===== config.mk =====
export PLATFORM = sky130hd
export DESIGN_NAME = addsub_arbiter
export DESIGN_NICKNAME = d
export VERILOG_FILES = /design/src/rtl/addsub_arbiter.sv
export SDC_FILE = /design/constraint.sdc
export NUM_CORES = 1
export LEC_CHECK = 0
export ABC_AREA = 1
export CELL_PAD_IN_SITES_DETAIL_PLACEMENT = 1
export CELL_PAD_IN_SITES_GLOBAL_PLACEMENT = 1
export CORE_MARGIN = 3
export CORE_UTILIZATION = 37
export CTS_CLUSTER_SIZE = 12
export DETAILED_ROUTE_END_ITERATION = 10
export GPL_TIMING_DRIVEN = 0
export PLACE_DENSITY = 0.91
export SLEW_MARGIN = 20
export SYNTH_ARGS = -nofsm -noshare
export SYNTH_HDL_FRONTEND = slang
export SYNTH_SLANG_ARGS = --single-unit

===== constraint.sdc =====
create_clock -name clk -period 3.98 [get_ports clk]
set_input_delay 0.796 -clock clk [delete_from_list [all_inputs] [get_ports clk]]
set_output_delay 0.796 -clock clk [all_outputs]
set_load 0.02 [all_outputs]

===== src/rtl/addsub_arbiter.sv =====
// addsub_arbiter: round-robin arbiter that shares one 8-bit adder/subtractor
// between two requesters.
//
// Each operation takes three cycles: IDLE (arbitrate) -> EXEC (compute) -> DONE.
// The winner's operands are latched on the grant edge. The result is registered
// on the EXEC edge and returned with a one-cycle rsp_valid pulse to the owner.
//
// Optional feature: define ADDSUB_ARB_SAT_EN to saturate the result when ovf=1.
// An add saturates to 8'hFF and a subtract to 8'h00. carry and ovf keep the raw
// adder values.
//
// Ports:
//   clk, rst_n          clock (rising edge), asynchronous active-low reset
//   req0/op0/a0/b0      requester 0: level request, op (0 add, 1 a-b), operands
//   req1/op1/a1/b1      requester 1: same as requester 0
//   gnt0/gnt1           one-cycle pulse: operands captured for that requester
//   rsp_valid0/1        one-cycle pulse: result/carry/ovf valid for that requester
//   result, carry, ovf  registered datapath outputs; held until the next EXEC edge
//   busy                high whenever the FSM is not in IDLE
module addsub_arbiter #(
  parameter bit RESET_PRIO = 1'b0
) (
  input  logic       clk,
  input  logic       rst_n,
  input  logic       req0,
  input  logic       op0,
  input  logic [7:0] a0,
  input  logic [7:0] b0,
  input  logic       req1,
  input  logic       op1,
  input  logic [7:0] a1,
  input  logic [7:0] b1,
  output logic       gnt0,
  output logic       gnt1,
  output logic       rsp_valid0,
  output logic       rsp_valid1,
  output logic [7:0] result,
  output logic       carry,
  output logic       ovf,
  output logic       busy
);

  typedef enum logic [1:0] {StIdle, StExec, StDone} state_e;

  state_e     state_q, state_d;
  logic       owner_q, owner_d;
  logic       last_grant_q, last_grant_d;
  logic       op_q, op_d;
  logic [7:0] a_q, a_d;
  logic [7:0] b_q, b_d;

  logic       gnt0_q, gnt0_d;
  logic       gnt1_q, gnt1_d;
  logic       rsp0_q, rsp0_d;
  logic       rsp1_q, rsp1_d;
  logic [7:0] result_q, result_d;
  logic       carry_q, carry_d;
  logic       ovf_q, ovf_d;
  logic       busy_q, busy_d;

  logic       any_req;
  logic       winner;
  logic [7:0] b_eff;
  logic [8:0] sum;
  logic       ovf_raw;

  // Arbitration: a lone request wins outright; on a tie the requester that
  // did not win last time goes first.
  always_comb begin
    any_req = req0 | req1;
    winner  = 1'b0;
    if (req0 && req1) begin
      winner = ~last_grant_q;
    end else begin
      winner = req1;
    end
  end

  // Shared adder/subtractor: sel=1 computes a + ~b + 1.
  always_comb begin
    b_eff   = op_q ? ~b_q : b_q;
    sum     = {1'b0, a_q} + {1'b0, b_eff} + {8'd0, op_q};
    // Add overflows on carry out; subtract underflows on borrow (carry=0).
    ovf_raw = op_q ? ~sum[8] : sum[8];
  end

  // Next-state logic and operand capture.
  always_comb begin
    state_d      = state_q;
    owner_d      = owner_q;
    last_grant_d = last_grant_q;
    op_d         = op_q;
    a_d          = a_q;
    b_d          = b_q;
    unique case (state_q)
      StIdle: begin
        if (any_req) begin
          state_d      = StExec;
          owner_d      = winner;
          last_grant_d = winner;
          op_d         = winner ? op1 : op0;
          a_d          = winner ? a1 : a0;
          b_d          = winner ? b1 : b0;
        end
      end
      StExec:  state_d = StDone;
      StDone:  state_d = StIdle;
      default: state_d = StIdle;
    endcase
  end

  // Next values for the registered outputs.
  always_comb begin
    gnt0_d   = 1'b0;
    gnt1_d   = 1'b0;
    rsp0_d   = 1'b0;
    rsp1_d   = 1'b0;
    result_d = result_q;
    carry_d  = carry_q;
    ovf_d    = ovf_q;
    busy_d   = (state_d != StIdle);
    if (state_q == StIdle && any_req) begin
      gnt0_d = ~winner;
      gnt1_d = winner;
    end
    if (state_q == StExec) begin
      rsp0_d  = ~owner_q;
      rsp1_d  = owner_q;
      carry_d = sum[8];
      ovf_d   = ovf_raw;
`ifdef ADDSUB_ARB_SAT_EN
      if (ovf_raw) begin
        result_d = op_q ? 8'h00 : 8'hFF;
      end else begin
        result_d = sum[7:0];
      end
`else
      result_d = sum[7:0];
`endif
    end
  end

  always_ff @(posedge clk or negedge rst_n) begin
    if (!rst_n) begin
      state_q      <= StIdle;
      owner_q      <= 1'b0;
      last_grant_q <= ~RESET_PRIO;
      op_q         <= 1'b0;
      a_q          <= 8'd0;
      b_q          <= 8'd0;
      gnt0_q       <= 1'b0;
      gnt1_q       <= 1'b0;
      rsp0_q       <= 1'b0;
      rsp1_q       <= 1'b0;
      result_q     <= 8'd0;
      carry_q      <= 1'b0;
      ovf_q        <= 1'b0;
      busy_q       <= 1'b0;
    end else begin
      state_q      <= state_d;
      owner_q      <= owner_d;
      last_grant_q <= last_grant_d;
      op_q         <= op_d;
      a_q          <= a_d;
      b_q          <= b_d;
      gnt0_q       <= gnt0_d;
      gnt1_q       <= gnt1_d;
      rsp0_q       <= rsp0_d;
      rsp1_q       <= rsp1_d;
      result_q     <= result_d;
      carry_q      <= carry_d;
      ovf_q        <= ovf_d;
      busy_q       <= busy_d;
    end
  end

  assign gnt0       = gnt0_q;
  assign gnt1       = gnt1_q;
  assign rsp_valid0 = rsp0_q;
  assign rsp_valid1 = rsp1_q;
  assign result     = result_q;
  assign carry      = carry_q;
  assign ovf        = ovf_q;
  assign busy       = busy_q;

endmodule

==> changes_impl.md, run 1 <==
### Physical design

- Top-count cell post-synth: sky130_fd_sc_hd__nand2_1
- Max Cap Violations: 0
- Largest type area fraction: 0.477
- Total standard cell area after synthesis: 0.00183 mm2
- Finished Cell Area: 0.00257 mm2
- Avg Cell Area, Syn: 8.15 um2
- Ao+oa area frac: 0.0580
- Area added between synthesis and finish: 39.9%
- Aggregate negative setup slack: 0 ps
- Power per Cell Area: 925 mW/mm2
- Warnings, synthesis: 0
- Area inside the core boundary: 0.00456 mm2
- Vias/cell: 4.79
- Post-CTS resize count: 0
- Hold slack final: 429 ps
- Top area cells in the synthesized netlist: sky130_fd_sc_hd__dfrtp_1, sky130_fd_sc_hd__nand2_1, sky130_fd_sc_hd__nand3_1
- Fp_density: 0.402
- Part of the cycle the worst path needs: 0.581
- CTS sink cnt: 36
- Top cells by instance count after synthesis: sky130_fd_sc_hd__nand2_1, sky130_fd_sc_hd__dfrtp_1, sky130_fd_sc_hd__nand3_1, sky130_fd_sc_hd__inv_1, sky130_fd_sc_hd__nor2_1
- Most used DFF post-synth: sky130_fd_sc_hd__dfrtp_1
- Reg-to-reg startpoint: op_q$_DFFE_PN0P_
- Worst Path Max Fanout: 10
- H-tree depth: 2
- RSZ-0062 raised after global routing: no
- Post-synth mux share: 0
- Hold Crit Depth: 1
- Pre-CTS setup slack: 1460 ps
- Netlist cell types: 25
- Number of DRC markers after the initial detailed-route iteration: 75
- CTS Buf Count: 5
- Clock Tree Root: sky130_fd_sc_hd__clkbuf_8
- Final Max-Slew Violation Tally: 0
- PnR worst setup slack: 1670 ps
- HP Class: register to register
- Insertion delay to the later sink of the worst-skew pair: 290 ps
- FA/HA/MAJ Cells, Area Fraction: 0.0587
- Reg-to-Reg End: ovf$_DFFE_PN0P_
- Result of the run: complete, no violations
- Transition time at the pin with the least slew margin: 538 ps
-- run 1: layer usage --
| metal | part of all wire | up-vias | track usage |
|---|---|---|---|
| met5 | 0 | - | 0 |
| li1 | - | 827 | - |
| met2 | 0.52 | 53 | 0.342 |
| met3 | 0.054 | 6 | 0.0485 |
| met1 | 0.41 | 794 | 0.215 |
| met4 | 0.013 | 0 | 0.0507 |
-- run 1: worst max-delay path by stage --
stage,slack (ps),cells past startpoint,to,from
2_1_floorplan,2050,11,ovf$_DFFE_PN0P_,op_q$_DFFE_PN0P_
3_5_place_dp,1460,8,a_q[7]$_DFFE_PN0P_,req1
3_3_place_gp,1340,1,gnt0$_DFF_PN0_,rst_n
4_1_cts,1700,7,b_q[1]$_DFFE_PN0P_,req1
5_1_grt,1450,13,result[6]$_DFFE_PN0P_,op_q$_DFFE_PN0P_
6_report,1670,7,b_q[1]$_DFFE_PN0P_,req1
-- run 1: state kept, by name, summed over array words and instances, names as in the netlist, 2 cells and up --
register and cells:
a_q 8, result 8, b_q 8, state_q 2
-- run 1: layout make-up --
cell class,count,area [um2],area share
buffer,5,28.8,0.0112
clock buffer,6,72.6,0.0283
clock inverter,2,35.0,0.0137
inverter,21,78.8,0.0307
multi-input combinational,163,825,0.321
sequential,36,902,0.352
tap,65,81.3,0.0317
timing repair buffer,53,543,0.212
-- run 1: stage by stage --
| stage | utilization | std cells |
|---|---|---|
| floorplan | - | 225 |
| CTS | 0.562 | 351 |
| global route | 0.562 | 351 |
| finish | 0.562 | 351 |
| global placement | 0.534 | 342 |
| detailed placement | 0.539 | 343 |
-- run 1: worst max-delay path: stages --
cell and delay [ps]:
sky130_fd_sc_hd__clkdlybuf4s50_1 470, sky130_fd_sc_hd__a21boi_0 440, sky130_fd_sc_hd__nand2_1 180, sky130_fd_sc_hd__clkinv_1 230, sky130_fd_sc_hd__buf_4 220, sky130_fd_sc_hd__nand2_1 90
sky130_fd_sc_hd__nand3_1 110
-- run 1: report_power, final --
part | internal (mW) | switching [mW]
registers | 0.548 | 0.104
logic | 0.559 | 0.842
clock network | 0.186 | 0.135
-- run 1: kinds of logic (layout without fill, tap and decap cells) --
kind of cell	after synthesis	after routing
and+or+nand+nor	128	128
xor gates and xnor gates	9	9
AOI/OAI and AO/OA	18	18
adders and majority gates	8	8
buffers and inverters	26	87
DFF	36	36
-- run 1: cell usage in the layout (no fill, tap or decap), types with 4 or more instances in the layout --
cell type / n
sky130_fd_sc_hd__xor2_1: 7
sky130_fd_sc_hd__ha_1: 7
sky130_fd_sc_hd__nor2_1: 12
sky130_fd_sc_hd__dfrtp_1: 35
sky130_fd_sc_hd__o211ai_1: 4
sky130_fd_sc_hd__clkdlybuf4s50_1: 51
sky130_fd_sc_hd__a21oi_1: 5
sky130_fd_sc_hd__nand3_1: 20
sky130_fd_sc_hd__inv_1: 19
sky130_fd_sc_hd__nand2_1: 92
sky130_fd_sc_hd__clkbuf_8: 5
sky130_fd_sc_hd__o21ai_0: 6
run_1/port_nets.png
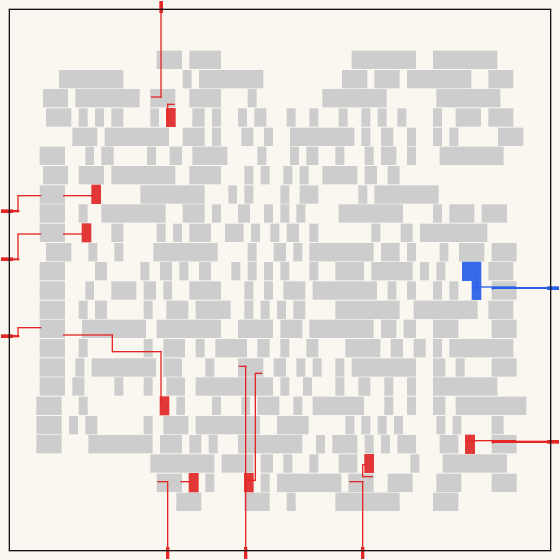
legend:
  red:
    port: a1
    bits: 8
    direction: input
    edge: 3 south, 3 west, 1 east, 1 north
    end_cells: 8
    buffers: 8
    wire: 152 um
  blue:
    port: req0
    bits: 1
    direction: input
    edge: east
    end_cells: 2
    buffers: 1
    wire: 16.5 um
I/O pin count: 53
number of input and output port buffers inserted: 52

run_1/wire_density.png
Bar = 20 um. 15 x 15 tiles, from dark purple (low) to yellow (high), scaled to the fullest tile. Values are wire area over tile area, all layers added.
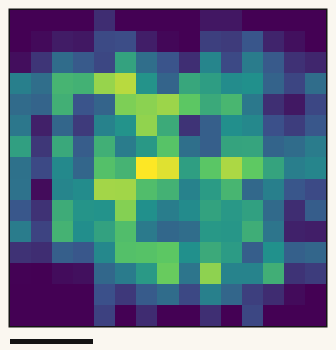
nearly empty tiles: 15%
mean over tiles: 0.14
tiles over half the peak: 28%
routed wire length: 5020 um
vias: 1680
wire length per cell: 14.3 um

run_1/final_congestion.png
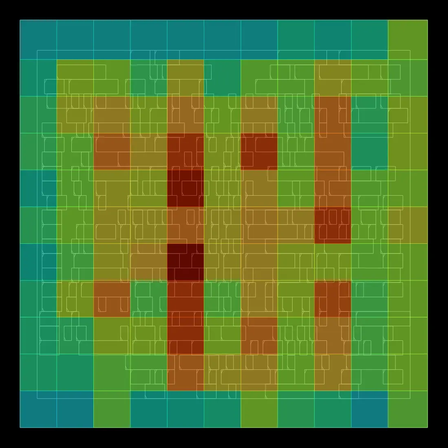
grt met3 use: 0.0485
highest-utilization routing layer at the global route stage: met2
met2 global-route usage: 0.342
final cell utilization of the core: 0.562
overall routing resource usage: 0.187

==> run 1 -> run 2 <==
CORE_UTILIZATION = 31   (was 37)
PLACE_DENSITY = 0.82   (was 0.91)
clock period = 1.95 ns   (was 3.98 ns; I/O delays follow)
run_2/cell_classes.png
Bar = 20 um.
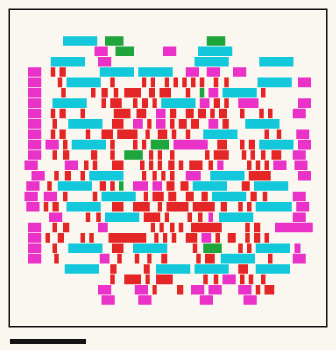
legend:
  magenta:
    class: other buffers and delay cells
    cells: 69
  cyan:
    class: flip-flops
    cells: 36
  green:
    class: clock drivers and dummy loads
    cells: 8
  red:
    class: all other logic
    cells: 184
number of core rows: 27
sequential fraction of total cell area: 0.328
final cell utilization of the core: 0.491
Finished Cell Area: 0.00275 mm2

run_2/wire_density.png
Bar = 20 um. 17 x 17 tiles, from dark purple (low) to yellow (high), scaled to the fullest tile. Values are wire area over tile area, all layers added.
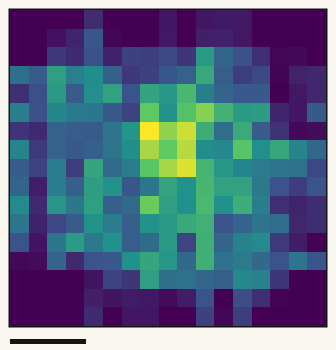
vias: 1727
routed wire length: 5100 um
overall routing resource usage: 0.147
wire length per cell: 13.8 um

run_2/drive_strength.png
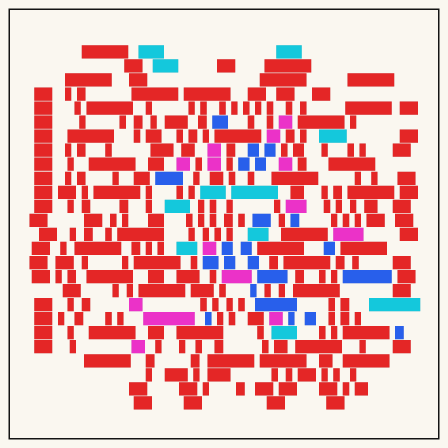
legend:
  red:
    size: drive 1 or less
    cells: 250
  cyan:
    size: drive 6 and up
    cells: 11
  magenta:
    size: drive 3 to 4
    cells: 14
  blue:
    size: drive 2
    cells: 22
count of plain and timing-repair buffers in the layout: 69
PnR worst setup slack: -4.40 ps
area added between synthesis and finish: 50.1%

==> changes_impl.md, run 2 <==
### Physical design

- Fp_density: 0.327 (was 0.402)
- PnR worst setup slack: -4.40 ps (was 1670 ps)
- Most frequent CP cell: sky130_fd_sc_hd__buf_6 (was sky130_fd_sc_hd__nand2_1)
- Slew headroom: 0.662 (was 0.642)
- Library cell contributing the largest single delay on the critical path: sky130_fd_sc_hd__dfrtp_1 (was sky130_fd_sc_hd__clkdlybuf4s50_1)
- Cell-by-cell listing of the critical path: buf_8, buf_6, xor2_1, ha_1, a21oi_2, o21ai_4, buf_6, xnor2_2, o21ai_1 (was clkdlybuf4s50_1, a21boi_0, nand2_1, clkinv_1, buf_4, nand2_1, nand3_1)
- Yosys Instances: 225 (unchanged)
- Largest type area fraction: 0.477 (unchanged)
- Clock Tree Root: sky130_fd_sc_hd__clkbuf_8 (unchanged)
- Result of the run: finished, violations left (was complete, no violations)
- Count of final setup violators: 1 (was 0)
- Number of synthesized register bits: 36 (unchanged)
- Remaining routing DRC violations: 0 (unchanged)
- Transition time at the pin with the least slew margin: 506 ps (was 538 ps)
- Biggest area consumer among synthesized cells: sky130_fd_sc_hd__dfrtp_1 (unchanged)
- HP Class: primary input to asynchronous set/reset pin (was register to register)
- CTS Buf Count: 5 (unchanged)
- Number of logged tool warnings: 27 (was 26)
- Max Cap Violations: 0 (unchanged)
- Top cells by instance count after synthesis: sky130_fd_sc_hd__nand2_1, sky130_fd_sc_hd__dfrtp_1, sky130_fd_sc_hd__nand3_1, sky130_fd_sc_hd__inv_1, sky130_fd_sc_hd__nor2_1 (unchanged)
- Post-synth tally of flip-flops with integrated enable: 0 (unchanged)
- Maximum number of pins on one net before global-route repair: 20 (unchanged)
- Top-count cell post-synth: sky130_fd_sc_hd__nand2_1 (unchanged)
- Total standard cell area after synthesis: 0.00183 mm2 (unchanged)
- Avg Cell Area, Syn: 8.15 um2 (unchanged)
- Most used logic cell in the final layout: sky130_fd_sc_hd__nand2_1 (unchanged)
- Worst Path Max Fanout: 5 (was 10)
- Placed Instance Area: 0.00247 mm2 (was 0.00246 mm2)
- Final Max-Slew Violation Tally: 0 (unchanged)
- CTS sink cnt: 36 (unchanged)
- Netlist cell types: 25 (unchanged)
- Most used DFF post-synth: sky130_fd_sc_hd__dfrtp_1 (unchanged)
- Area inside the core boundary: 0.00561 mm2 (was 0.00456 mm2)
- Static leakage: 1.32 nW (was 1.25 nW)
- RSZ-0062 raised after global routing: yes (was no)
- Part of the cycle the worst path needs: 1.00
- Highest clock rate: 0.512 GHz
- Vertical extent of the die: 82.9 um (was 76.4 um)
- H-tree depth: 2 (unchanged)
- Top area cells in the synthesized netlist: sky130_fd_sc_hd__dfrtp_1, sky130_fd_sc_hd__nand2_1, sky130_fd_sc_hd__nand3_1 (unchanged)
- Hold slack final: 42.6 ps (was 429 ps)
- Crit path largest cell delay: 430 ps (was 470 ps)
- Die Footprint: 0.00688 mm2 (was 0.00584 mm2)
- Violations in the final reports: negative setup slack
- Power per Cell Area: 2010 mW/mm2 (was 925 mW/mm2)
- Number of nets in the finished design: 342 (was 331)
- Minimum period implied by the final worst setup slack: 1950 ps
- Warnings, synthesis: 0 (unchanged)
- Insertion delay to the later sink of the worst-skew pair: 290 ps (about the same)
- Antenna violation net count after detailed routing: 0 (unchanged)
- Clk_skew: 7.41 ps (was 9.30 ps)
- Sequential cell area fraction in the yosys report: 0.492 (unchanged)
- I/O pin count: 53 (unchanged)
- Number of input and output port buffers inserted: 52 (unchanged)
- Number of DRC markers after the initial detailed-route iteration: 44 (was 75)
- Top logic cells by instance count in the layout: sky130_fd_sc_hd__nand2_1, sky130_fd_sc_hd__clkdlybuf4s50_1, sky130_fd_sc_hd__dfrtp_1 (unchanged)
- Global-route wire length before repair: 8250 um (was 8780 um)
- Vias/cell: 4.68 (was 4.79)
## run 2: cell counts after synthesis
Identical to the previous run, type by type.
## run 2: where the power goes
group,switching [mW],total [mW],internal [mW]
sequential,0.230,1.35,1.12
clock,0.268,0.556,0.288
combinational,2.00,3.62,1.62
total,2.50,5.53,3.03
## run 2: cell families after synthesis
kind of cell	synth area share
flip-flops	0.492
adder cells (fa/ha/maj)	0.0587
buffers and inverters	0.0587
AND/OR/NAND/NOR	0.290
XOR/XNOR	0.0430
AND-OR/OR-AND	0.0580
## run 2: path summary, 6_finish.rpt
check                                    startpoint                  endpoint  slack [ps]  cells past startpoint
worst min-delay path                          rst_n     result[2]$_DFFE_PN0P_          40                      1
worst max register to register     op_q$_DFFE_PN0P_     result[4]$_DFFE_PN0P_          -4                      9
worst max-delay path               op_q$_DFFE_PN0P_     result[4]$_DFFE_PN0P_          -4                      9
max in group asynchronous                     rst_n  last_grant_q$_DFFE_PN1P_        1370                      2
min in group clk                owner_q$_DFFE_PN0P_      rsp_valid0$_DFF_PN0_         430                      1
worst min register to register  owner_q$_DFFE_PN0P_      rsp_valid0$_DFF_PN0_         430                      1
## run 2: per-stage QoR
step / setup WS [ps] / cells / power (mW) / setup TNS [ps]
final: -4.40 / 369 / 5.53 / -4.40
after CTS: 26.9 / 358 / 4.83 / 0
after floorplan: 24.0 / 225 / 3.23 / 0
after detailed placement: -301 / 350 / 4.15 / -3090
after global routing: -116 / 369 / 6.02 / -532
after global placement: -284 / 349 / 4.00 / -11870
## run 2: per-layer routing
metal  vias to the layer above  wire [um]  GRT usage
met1                       818       2210      0.175
met2                        48       2530      0.251
met5                         -          0          0
met3                        11        240     0.0417
met4                         0        123     0.0520
li1                        850          -          -
## run 2: area by class of cell
class	instances	area [um2]
plain buffers	5	38.8
fillers	707	2860
repair buffers	64	651
multi-input cells	163	902
well taps	72	90.1
clock buffers	8	90.1
flip-flops and latches	36	902
inverters	21	78.8
## run 2: what timing repair did
item / CTS / global route
pin swaps: 1 / 15
setup buffers: 0 / 10
resized: 7 / 22
hold buffers: 0 / 0
endpoints found under the setup margin: 6 / 12
cloned: 0 / 1
## run 2: worst max-delay path: cells and delay by family, from the launching register on
kind	cells	cell delay, ps
buffers and inverters	3	410
DFF	1	430
adders and majority gates	1	350
AOI/OAI and AO/OA	3	430
xor gates and xnor gates	2	260
==> run 2 -> run 3 <==
CORE_MARGIN = 5   (was 3)
CORE_UTILIZATION = 30   (was 31)
PLACE_DENSITY = 0.8   (was 0.82)
run_3/final_congestion.png
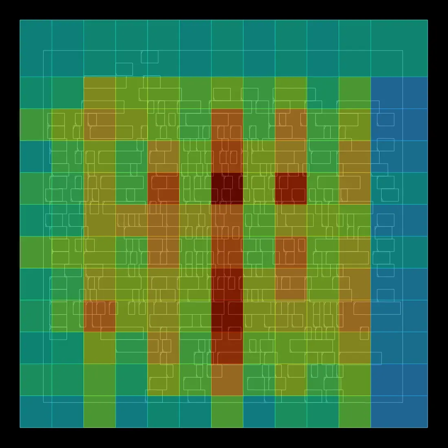
wire length per cell: 13.1 um
fraction of met1 tracks used by global routing: 0.166
grt met3 use: 0.0376
overall routing resource usage: 0.136
final cell utilization of the core: 0.452

run_3/drive_strength.png
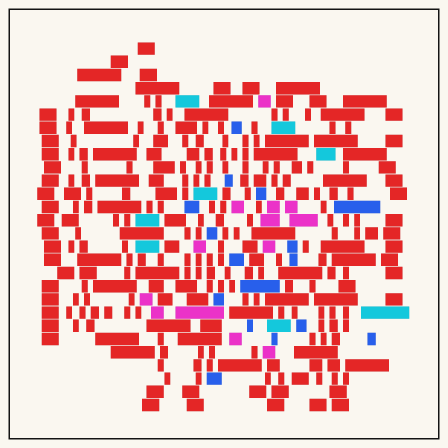
legend:
  red:
    size: drive 1 or less
    cells: 258
  cyan:
    size: drive 6 and up
    cells: 8
  magenta:
    size: drive 3 to 4
    cells: 13
  blue:
    size: drive 2
    cells: 16
Finished Cell Area: 0.00268 mm2
PnR worst setup slack: 85.0 ps
count of plain and timing-repair buffers in the layout: 67
area added between synthesis and finish: 46.0%

run_3/wire_density.png
Bar = 20 um. 18 x 18 tiles, from dark purple (low) to yellow (high), scaled to the fullest tile. Values are wire area over tile area, all layers added.
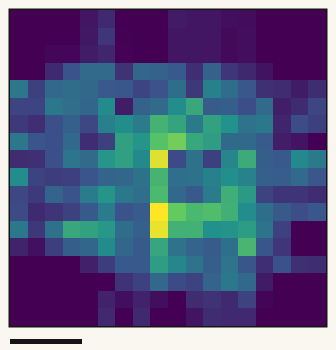
vias: 1709
routed wire length: 4840 um

==> changes_impl.md, run 3 <==
### Physical design

- Result of the run: complete, no violations (was finished, violations left)
- Antenna Cells: 0 (unchanged)
- Most used DFF post-synth: sky130_fd_sc_hd__dfrtp_1 (unchanged)
- Number of input and output port buffers inserted: 52 (unchanged)
- Cell-by-cell listing of the critical path: buf_6, xor2_1, ha_1, nand2_1, inv_1, nand2_1, nand2_2, nand2_1, nand2_1, nand2_1, nand3_1, nand2_1 (was buf_8, buf_6, xor2_1, ha_1, a21oi_2, o21ai_4, buf_6, xnor2_2, o21ai_1)
- Chip width: 88.2 um (was 82.9 um)
- Yosys Instances: 225 (unchanged)
- Post-synth mux share: 0 (unchanged)
- Library cell contributing the largest single delay on the critical path: sky130_fd_sc_hd__dfrtp_1 (unchanged)
- Most frequent CP cell: sky130_fd_sc_hd__nand2_1 (was sky130_fd_sc_hd__buf_6)
- Cell family contributing the most delay on the critical path: simple AND/OR/NAND/NOR gates (was AND-OR/OR-AND gates)
- Die Footprint: 0.00778 mm2 (was 0.00688 mm2)
- Sequential cell area fraction in the yosys report: 0.492 (unchanged)
- Peak supply drop: 0.650 mV (was 0.662 mV)
- Crit path largest cell delay: 400 ps (was 430 ps)
- Worst Path Max Fanout: 5 (unchanged)
- Post-synth tally of flip-flops with integrated enable: 0 (unchanged)
- Global-route wire length before repair: 8180 um (was 8250 um)
- Dominant kind of combinational cell: simple AND/OR/NAND/NOR gates (unchanged)
- CTS Buf Count: 5 (unchanged)
- Fp_density: 0.310 (was 0.327)
- Vias/cell: 4.62 (was 4.68)
- Instance count of the mapped netlist: 225 (unchanged)
- Area fraction in and, or, nand and nor cells after synthesis: 0.290 (unchanged)
- Clock Tree Root: sky130_fd_sc_hd__clkbuf_8 (unchanged)
- Fill cells: 726 (was 707)
- Minimum period implied by the final worst setup slack: 1860 ps (was 1950 ps)
- Most used logic cell in the final layout: sky130_fd_sc_hd__nand2_1 (unchanged)
- Total standard cell area after synthesis: 0.00183 mm2 (unchanged)
- RSZ-0062 raised after global routing: yes (unchanged)
- Final Max-Slew Violation Tally: 0 (unchanged)
- Count of final setup violators: 0 (was 1)
- Warnings, synthesis: 0 (unchanged)
- Slew headroom: 0.652 (was 0.662)
- Insertion delay to the later sink of the worst-skew pair: 290 ps (about the same)
- Critical Path AT: 2040 ps (was 2170 ps)
- Buffer-and-inverter tally for the worst setup path: 2 (was 3)
- Cts-stage hold buffer count: 0 (unchanged)
- Fraction of final layout cells with drive strength greater than 1: 0.125 (was 0.158)
- Number of DRC markers after the initial detailed-route iteration: 44 (unchanged)
- Largest type area fraction: 0.477 (unchanged)
- Number of synthesized register bits: 36 (unchanged)
- GPL Wtd Cong: 0.776 (was 0.754)
- Aggregate negative setup slack: 0 ps (was -4.40 ps)
- Ao+oa area frac: 0.0580 (unchanged)
- Biggest area consumer among synthesized cells: sky130_fd_sc_hd__dfrtp_1 (unchanged)
- Top cells by instance count after synthesis: sky130_fd_sc_hd__nand2_1, sky130_fd_sc_hd__dfrtp_1, sky130_fd_sc_hd__nand3_1, sky130_fd_sc_hd__inv_1, sky130_fd_sc_hd__nor2_1 (unchanged)
- Async set or reset register ratio after synthesis: 1.00 (unchanged)
- Highest clock rate: 0.536 GHz (was 0.512 GHz)
- Footprint of the flip-flops and latches: 902 um2 (unchanged)
- Area inside the core boundary: 0.00592 mm2 (was 0.00561 mm2)
- I/O pin count: 53 (unchanged)
- H-tree depth: 2 (unchanged)
- Vertical extent of the die: 88.2 um (was 82.9 um)
- FA/HA/MAJ Cells, Area Fraction: 0.0587 (unchanged)
- Multi-input combinational cell area: 870 um2 (was 902 um2)
- Number of cells on the worst reg-to-reg path: 12 (was 9)
- Avg Cell Area, Syn: 8.15 um2 (unchanged)
- Top-count cell post-synth: sky130_fd_sc_hd__nand2_1 (unchanged)
- Chip area estimate from yosys synthesis: 0.00183 mm2 (unchanged)
- Number of logic stages on the critical path including buffering: 12 (was 9)
- Top logic cells by instance count in the layout: sky130_fd_sc_hd__nand2_1, sky130_fd_sc_hd__clkdlybuf4s50_1, sky130_fd_sc_hd__dfrtp_1 (unchanged)
- Number of logged tool warnings: 27 (unchanged)
- XOR/XNOR Fraction of Synth Area: 0.0430 (unchanged)
- Transition time at the pin with the least slew margin: 522 ps (was 506 ps)
- Part of the cycle the worst path needs: 0.956 (was 1.00)
- Netlist cell types: 25 (unchanged)
- Maximum number of pins on one net before global-route repair: 21 (was 20)
- Antenna violation net count after detailed routing: 0 (unchanged)
- Max Cap Violations: 0 (unchanged)
- Remaining routing DRC violations: 0 (unchanged)
- Number of nets in the finished design: 340 (was 342)
- Clk_skew: 8.91 ps (was 7.41 ps)
- Power per Cell Area: 1890 mW/mm2 (was 2010 mW/mm2)
- Maximum buffer depth of the clock tree: 2 (unchanged)
- CTS sink cnt: 36 (unchanged)
- Static leakage: 1.29 nW (was 1.32 nW)
- Placed Instance Area: 0.00247 mm2 (about the same)
-- run 3: netlist changes by cell type in the layout (fill, tap and decap cells not counted), moves of 2 or more --
cell,previous run,this run
sky130_fd_sc_hd__nand2_1,86,88
sky130_fd_sc_hd__nand2_2,6,4
sky130_fd_sc_hd__nor2_1,9,11
sky130_fd_sc_hd__nor2_2,4,2
-- run 3: final cells by class --
class | count | share of cell area
plain buffers | 5 | 0.0131
clock buffers | 8 | 0.0336
inverters | 21 | 0.0294
multi-input cells | 163 | 0.325
flip-flops and latches | 36 | 0.337
well taps | 75 | 0.0350
repair buffers | 62 | 0.227
-- run 3: final timing paths --
check,from,to,slack (ps)
worst max-delay path,op_q$_DFFE_PN0P_,result[5]$_DFFE_PN0P_,90
min in group clk,owner_q$_DFFE_PN0P_,rsp_valid0$_DFF_PN0_,440
max in group asynchronous,rst_n,last_grant_q$_DFFE_PN1P_,1380
worst min register to register,owner_q$_DFFE_PN0P_,rsp_valid0$_DFF_PN0_,440
worst min-delay path,rst_n,a_q[0]$_DFFE_PN0P_,30
worst max register to register,op_q$_DFFE_PN0P_,result[5]$_DFFE_PN0P_,90
-- run 3: metrics by stage --
step	cells	worst slack, ps	power (mW)	hold WS (ps)
after floorplan	225	24.0	3.23	94.4
after global placement	352	-274	4.02	419
after detailed placement	353	-290	4.16	362
after CTS	361	4.49	4.81	37.8
after global routing	370	-49.2	5.60	45.9
final	370	85.0	5.07	32.1
-- run 3: per-layer routing --
metal  global-route usage  share of wire  up-vias  wire length [um]
li1                     -              -      845                 -
met2                0.234           0.49       48              2380
met5                    0              0        -                 0
met4               0.0371          0.015        0                74
met3               0.0376          0.072       10               350
met1                0.166           0.42      806              2040
-- run 3: repair_timing --
item                                    CTS  global route
endpoints found under the setup margin    6            14
resized                                   6            10
buffers inserted                          0             8
pin swaps                                 2             9
gates cloned                              0             1
-- run 3: power by group --
group | internal (mW) | total, mW | switching, mW
Sequential | 1.12 | 1.34 | 0.218
Combinational | 1.39 | 3.19 | 1.80
Clock | 0.288 | 0.541 | 0.253
Total | 2.80 | 5.07 | 2.27
-- run 3: kinds of logic after synthesis --
| group | after synthesis |
|---|---|
| buf+inv | 26 |
| compound gates | 18 |
| simple gates | 128 |
| fa+ha+maj | 8 |
| xor+xnor | 9 |
| flops | 36 |
No activity file was given, so power comes from the tool's default toggle rates.
